**config.mk**
```make
export PLATFORM = sky130hd
export DESIGN_NAME = oam_dma_ctrl
export DESIGN_NICKNAME = d
export VERILOG_FILES = /design/src/rtl/ppu_pkg.sv /design/src/rtl/oam_dma_ctrl.sv
export SDC_FILE = /design/constraint.sdc
export NUM_CORES = 1
export LEC_CHECK = 0
export CAP_MARGIN = 20
export CORE_MARGIN = 5
export CORE_UTILIZATION = 50
export DETAILED_ROUTE_END_ITERATION = 10
export HOLD_SLACK_MARGIN = 0.08
export PLACE_DENSITY = 0.85
export SLEW_MARGIN = 30
export SYNTH_ARGS = -nofsm -noshare
export SYNTH_HDL_FRONTEND = slang
export SYNTH_SLANG_ARGS = --single-unit
```
**constraint.sdc**
```tcl
create_clock -name clk -period 2.3 [get_ports clk]
set_clock_uncertainty 0.1 [all_clocks]
set_input_delay 0.46 -clock clk [delete_from_list [all_inputs] [get_ports clk]]
set_output_delay 0.46 -clock clk [all_outputs]
set_load 0.005 [all_outputs]
```
**src/rtl/ppu_pkg.sv**
```systemverilog
// Shared PPU definitions: OAM DMA state encoding and memory map constants.
// Consumed by the OAM DMA sequencer and the PPU bus plumbing around it.
package ppu_pkg;

    typedef enum logic [1:0] {
        DMA_IDLE,
        DMA_START,
        DMA_XFER
    } dma_state_t;

    localparam int          OAM_BYTES    = 160;
    localparam logic [15:0] DMA_REG_ADDR = 16'hFF46;

endpackage

```
**src/rtl/oam_dma_ctrl.sv**
```systemverilog
// OAM DMA sequencer: copies LEN bytes from {src_hi, 8'h00} into OAM, one per tick.
// Optional OAM_DMA_SRC_REMAP_EN folds echo RAM (E0xx-FFxx) onto C0xx-DFxx.
module oam_dma_ctrl
    import ppu_pkg::*;
#(
    parameter int LEN         = OAM_BYTES,
    parameter int START_DELAY = 1
) (
    input  logic        clk,
    input  logic        rst,
    input  logic        tick,
    input  logic        reg_write,
    input  logic [7:0]  reg_d_wr,
    output logic [7:0]  reg_d_rd,
    output logic [15:0] dma_src_addr,
    input  logic [7:0]  dma_d_in,
    output logic        dma_active,
    output logic        busy,
    output logic [7:0]  oam_addr,
    output logic [7:0]  oam_d_wr,
    output logic        oam_write
);

    localparam logic [7:0] LEN_LAST = 8'(LEN - 1);
    localparam logic [7:0] DLY_LAST = 8'(START_DELAY - 1);
    localparam dma_state_t LOAD_ST  = (START_DELAY == 0) ? DMA_XFER : DMA_START;

    dma_state_t state_q, state_d;
    logic [7:0] src_hi_q, src_hi_d;
    logic [7:0] idx_q, idx_d;
    logic [7:0] delay_ctr_q, delay_ctr_d;
    logic [7:0] oam_addr_q, oam_addr_d;
    logic [7:0] oam_d_wr_q, oam_d_wr_d;
    logic       oam_write_q, oam_write_d;
    logic [7:0] src_hi_eff;

`ifdef OAM_DMA_SRC_REMAP_EN
    assign src_hi_eff = (src_hi_q >= 8'hE0) ? src_hi_q - 8'h20 : src_hi_q;
`else
    assign src_hi_eff = src_hi_q;
`endif

    always_comb begin
        state_d     = state_q;
        src_hi_d    = src_hi_q;
        idx_d       = idx_q;
        delay_ctr_d = delay_ctr_q;
        oam_addr_d  = oam_addr_q;
        oam_d_wr_d  = oam_d_wr_q;
        oam_write_d = 1'b0;
        unique case (state_q)
            DMA_IDLE: ;
            DMA_START: begin
                if (tick && !reg_write) begin
                    if (delay_ctr_q == DLY_LAST) begin
                        state_d = DMA_XFER;
                    end else begin
                        delay_ctr_d = delay_ctr_q + 8'd1;
                    end
                end
            end
            DMA_XFER: begin
                if (tick) begin
                    oam_write_d = 1'b1;
                    oam_addr_d  = idx_q;
                    oam_d_wr_d  = dma_d_in;
                    idx_d       = idx_q + 8'd1;
                    if (idx_q == LEN_LAST) begin
                        state_d = DMA_IDLE;
                    end
                end
            end
            default: state_d = DMA_IDLE;
        endcase
        // A register write (re)starts the copy; in XFER the tick's byte above lands first.
        if (reg_write) begin
            src_hi_d    = reg_d_wr;
            idx_d       = 8'd0;
            delay_ctr_d = 8'd0;
            state_d     = LOAD_ST;
        end
    end

    always_ff @(posedge clk or posedge rst) begin
        if (rst) begin
            state_q     <= DMA_IDLE;
            src_hi_q    <= 8'd0;
            idx_q       <= 8'd0;
            delay_ctr_q <= 8'd0;
            oam_addr_q  <= 8'd0;
            oam_d_wr_q  <= 8'd0;
            oam_write_q <= 1'b0;
        end else begin
            state_q     <= state_d;
            src_hi_q    <= src_hi_d;
            idx_q       <= idx_d;
            delay_ctr_q <= delay_ctr_d;
            oam_addr_q  <= oam_addr_d;
            oam_d_wr_q  <= oam_d_wr_d;
            oam_write_q <= oam_write_d;
        end
    end

    assign reg_d_rd     = src_hi_q;
    assign dma_active   = (state_q == DMA_XFER);
    assign busy         = (state_q != DMA_IDLE);
    assign dma_src_addr = dma_active ? {src_hi_eff, idx_q} : 16'h0000;
    assign oam_addr     = oam_addr_q;
    assign oam_d_wr     = oam_d_wr_q;
    assign oam_write    = oam_write_q;

endmodule

```
### Floorplan with the power grid

Bar = 20 um. Pins as bars on the die edge.
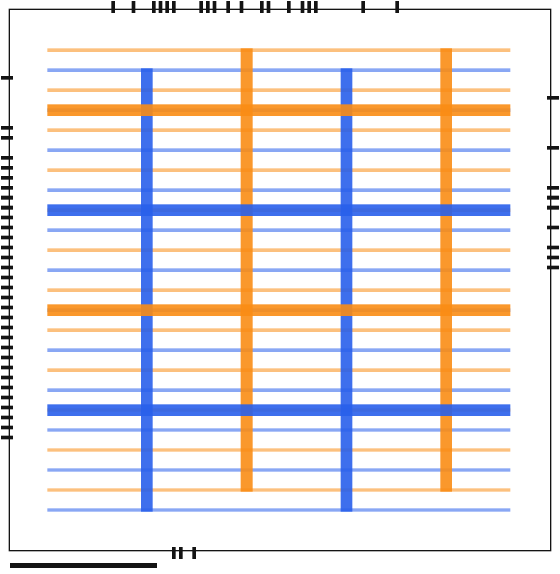
legend:
  blue:
    net: VSS
  orange:
    net: VDD
met1 rails: 24
rows: 23
signal pins: 63
DIE WIDTH: 73.5 um
Worst VDD drop: 0.453 mV
Die H: 73.5 um

### Cells colored by class

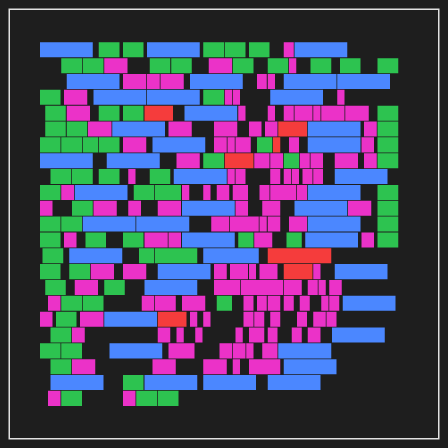
legend:
  green:
    class: other buffers and delay cells
    cells: 70
  magenta:
    class: all other logic
    cells: 129
  red:
    class: clock drivers and dummy loads
    cells: 7
  blue:
    class: flip-flops
    cells: 43
Seq/total area: 37.7%
Finished Cell Area: 2860 um^2

### Clock distribution

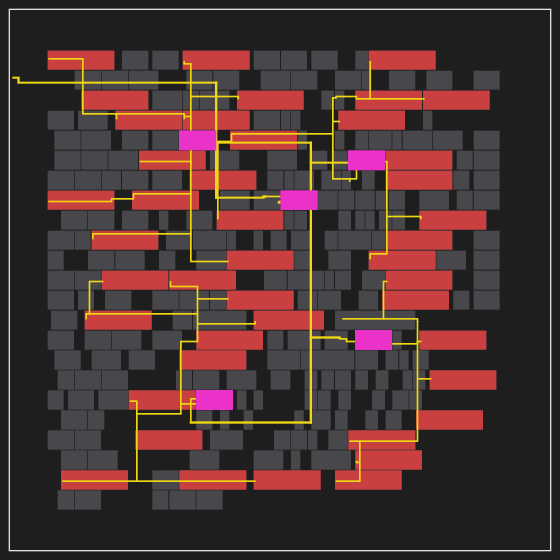
legend:
  yellow:
    item: clock wires
    length: 517 um
  magenta:
    item: cells driving clock nets
    count: 5
  red:
    item: flip-flops
    count: 43
routed clock nets: 6
Clk. pwr: 566 uW
clk_lat worst skew: 0.30 ns
clock power share: 32.7%

==> ci_impl_report.md <==
## Implementation flow summary

| Metric | Value |
|---|---|
| Placed Cells | `291` |
| I/O Pins | `63` |
| Comb gates | `121` |
| Post-synth top cells | `43 x dfrtp_1, 15 x mux2_1, 14 x and2_1` |
| Yosys cell count | `179` |
| Endpoints failing hold | `0` |
| Worst setup startpoint | `state_q[0]` |
| Chip Area, Yosys | `2010 um^2` |
| Buf/Inv on CP | `2` |
| Log Warnings | `27` |
| Setup ws final | `0.119 ns` |
| Buffering overhead | `24.4%` |
| Layout cell share with drive strength beyond 1 | `12.9%` |
| Worst Setup End Kind | `output pin` |
| Mapped Cells | `179` |
| Critical path type | `reg -> out` |
| ANT cells | `0` |
| Delay of the slowest critical-path stage | `0.51 ns` |
| Cell with the largest stage delay on the worst path | `clkdlybuf4s50_1` |
| Crit path time final | `2.18 ns` |
| Fin util | `72.5%` |
| Critical-path cell list | `nand2b_4 > inv_6 > and2_1 > clkdlybuf4s50_1` |
| Slew headroom | `67.1%` |
| GR Util met1 | `23.9%` |
| Clock-cell share | `3.59%` |
| Status | `finished clean` |
| Leakage | `0.00124 uW` |
| #FFs+latches synth | `43` |
| Pre-CTS WS | `0.0892 ns` |
| Post-synth EDFFs | `0` |
| Top delay family on crit path | `buffers and inverters` |
| Core box area | `3940 um^2` |
| Top sig layer | `met4` |
### Routed metal, one color a layer

Bar = 20 um.
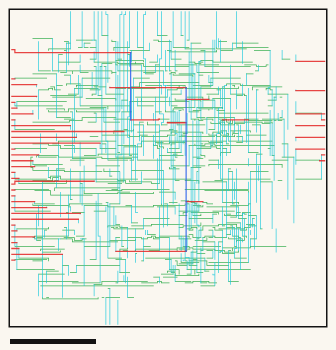
legend:
  red:
    layer: met3
    wire_length: 333 um
  green:
    layer: met1
    wire_length: 2,050 um
  cyan:
    layer: met2
    wire_length: 1,980 um
  blue:
    layer: met4
    wire_length: 53.7 um
via count: 1,574
GRT Overall Usage: 18.1%
wire per inst: 14.8 um

### Track usage over the die

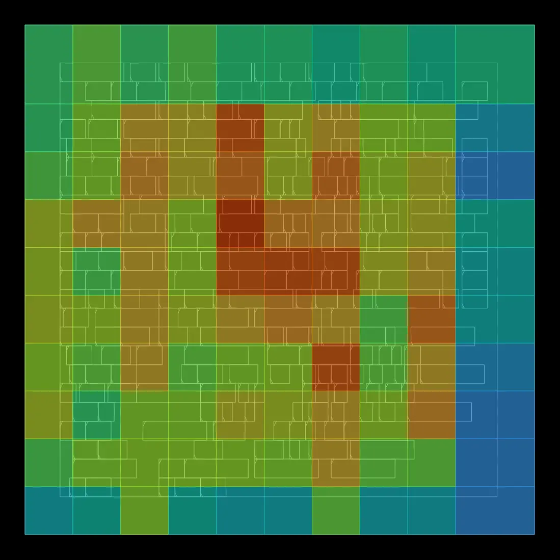
met2 GRT Util: 27.6%
GR peak layer: met2

## kinds of logic (layout without fill, tap and decap cells)
| logic type | Yosys count | after routing | share of synthesized area [%] |
|---|---|---|---|
| buffers and inverters | 15 | 85 | 2.98 |
| muxes | 27 | 27 | 15.0 |
| adders and majority gates | 3 | 3 | 1.86 |
| xor gates and xnor gates | 2 | 2 | 0.870 |
| DFF | 43 | 43 | 53.4 |
| AOI/OAI and AO/OA | 22 | 22 | 6.27 |
| and+or+nand+nor | 67 | 67 | 19.6 |
## worst paths after layout
kind	endpoint	cells past startpoint
min reg2reg	oam_addr[4]	2
min in group clk	oam_addr[4]	2
max in group asynchronous	oam_addr[0]	3
max	dma_src_addr[7]	4
min	oam_addr[7]	2
max reg2reg	delay_ctr_q[0]	5
## power breakdown
group,internal (uW),switching [uW]
logic,204,99.8
registers,823,40.7
clock network,318,248
total,1350,388
## sequential cells by signal, summed over array words and instances, names as in the netlist
name         count
idx_q            8
oam_d_wr         8
reg_d_rd         8
oam_addr         8
oam_write        1
delay_ctr_q      8
state_q          2
## cells in the final DEF, fill, tap and decap left out, types with 3 or more instances in the layout
cell             instances
and2_1                  14
mux2_1                  15
ha_1                     3
nand2b_1                 3
mux2_2                  11
dfrtp_1                 42
clkbuf_8                 5
or3_1                    5
nand2_1                 11
buf_4                    7
nor2b_1                  3
inv_1                    6
a21oi_1                 10
nor4_1                   4
o21ai_0                  7
nand3_1                  6
nor2_1                   9
clkdlybuf4s50_1         61
## repair_timing
| action | CTS | global route |
|---|---|---|
| endpoints found under the setup margin | 14 | 14 |
| setup buffers | 1 | 0 |
| hold endpoints to repair | 0 | 0 |
| gates resized | 3 | 2 |
| pin swaps | 0 | 0 |
Power figures rest on the tool's default switching activity, not on a simulated workload.
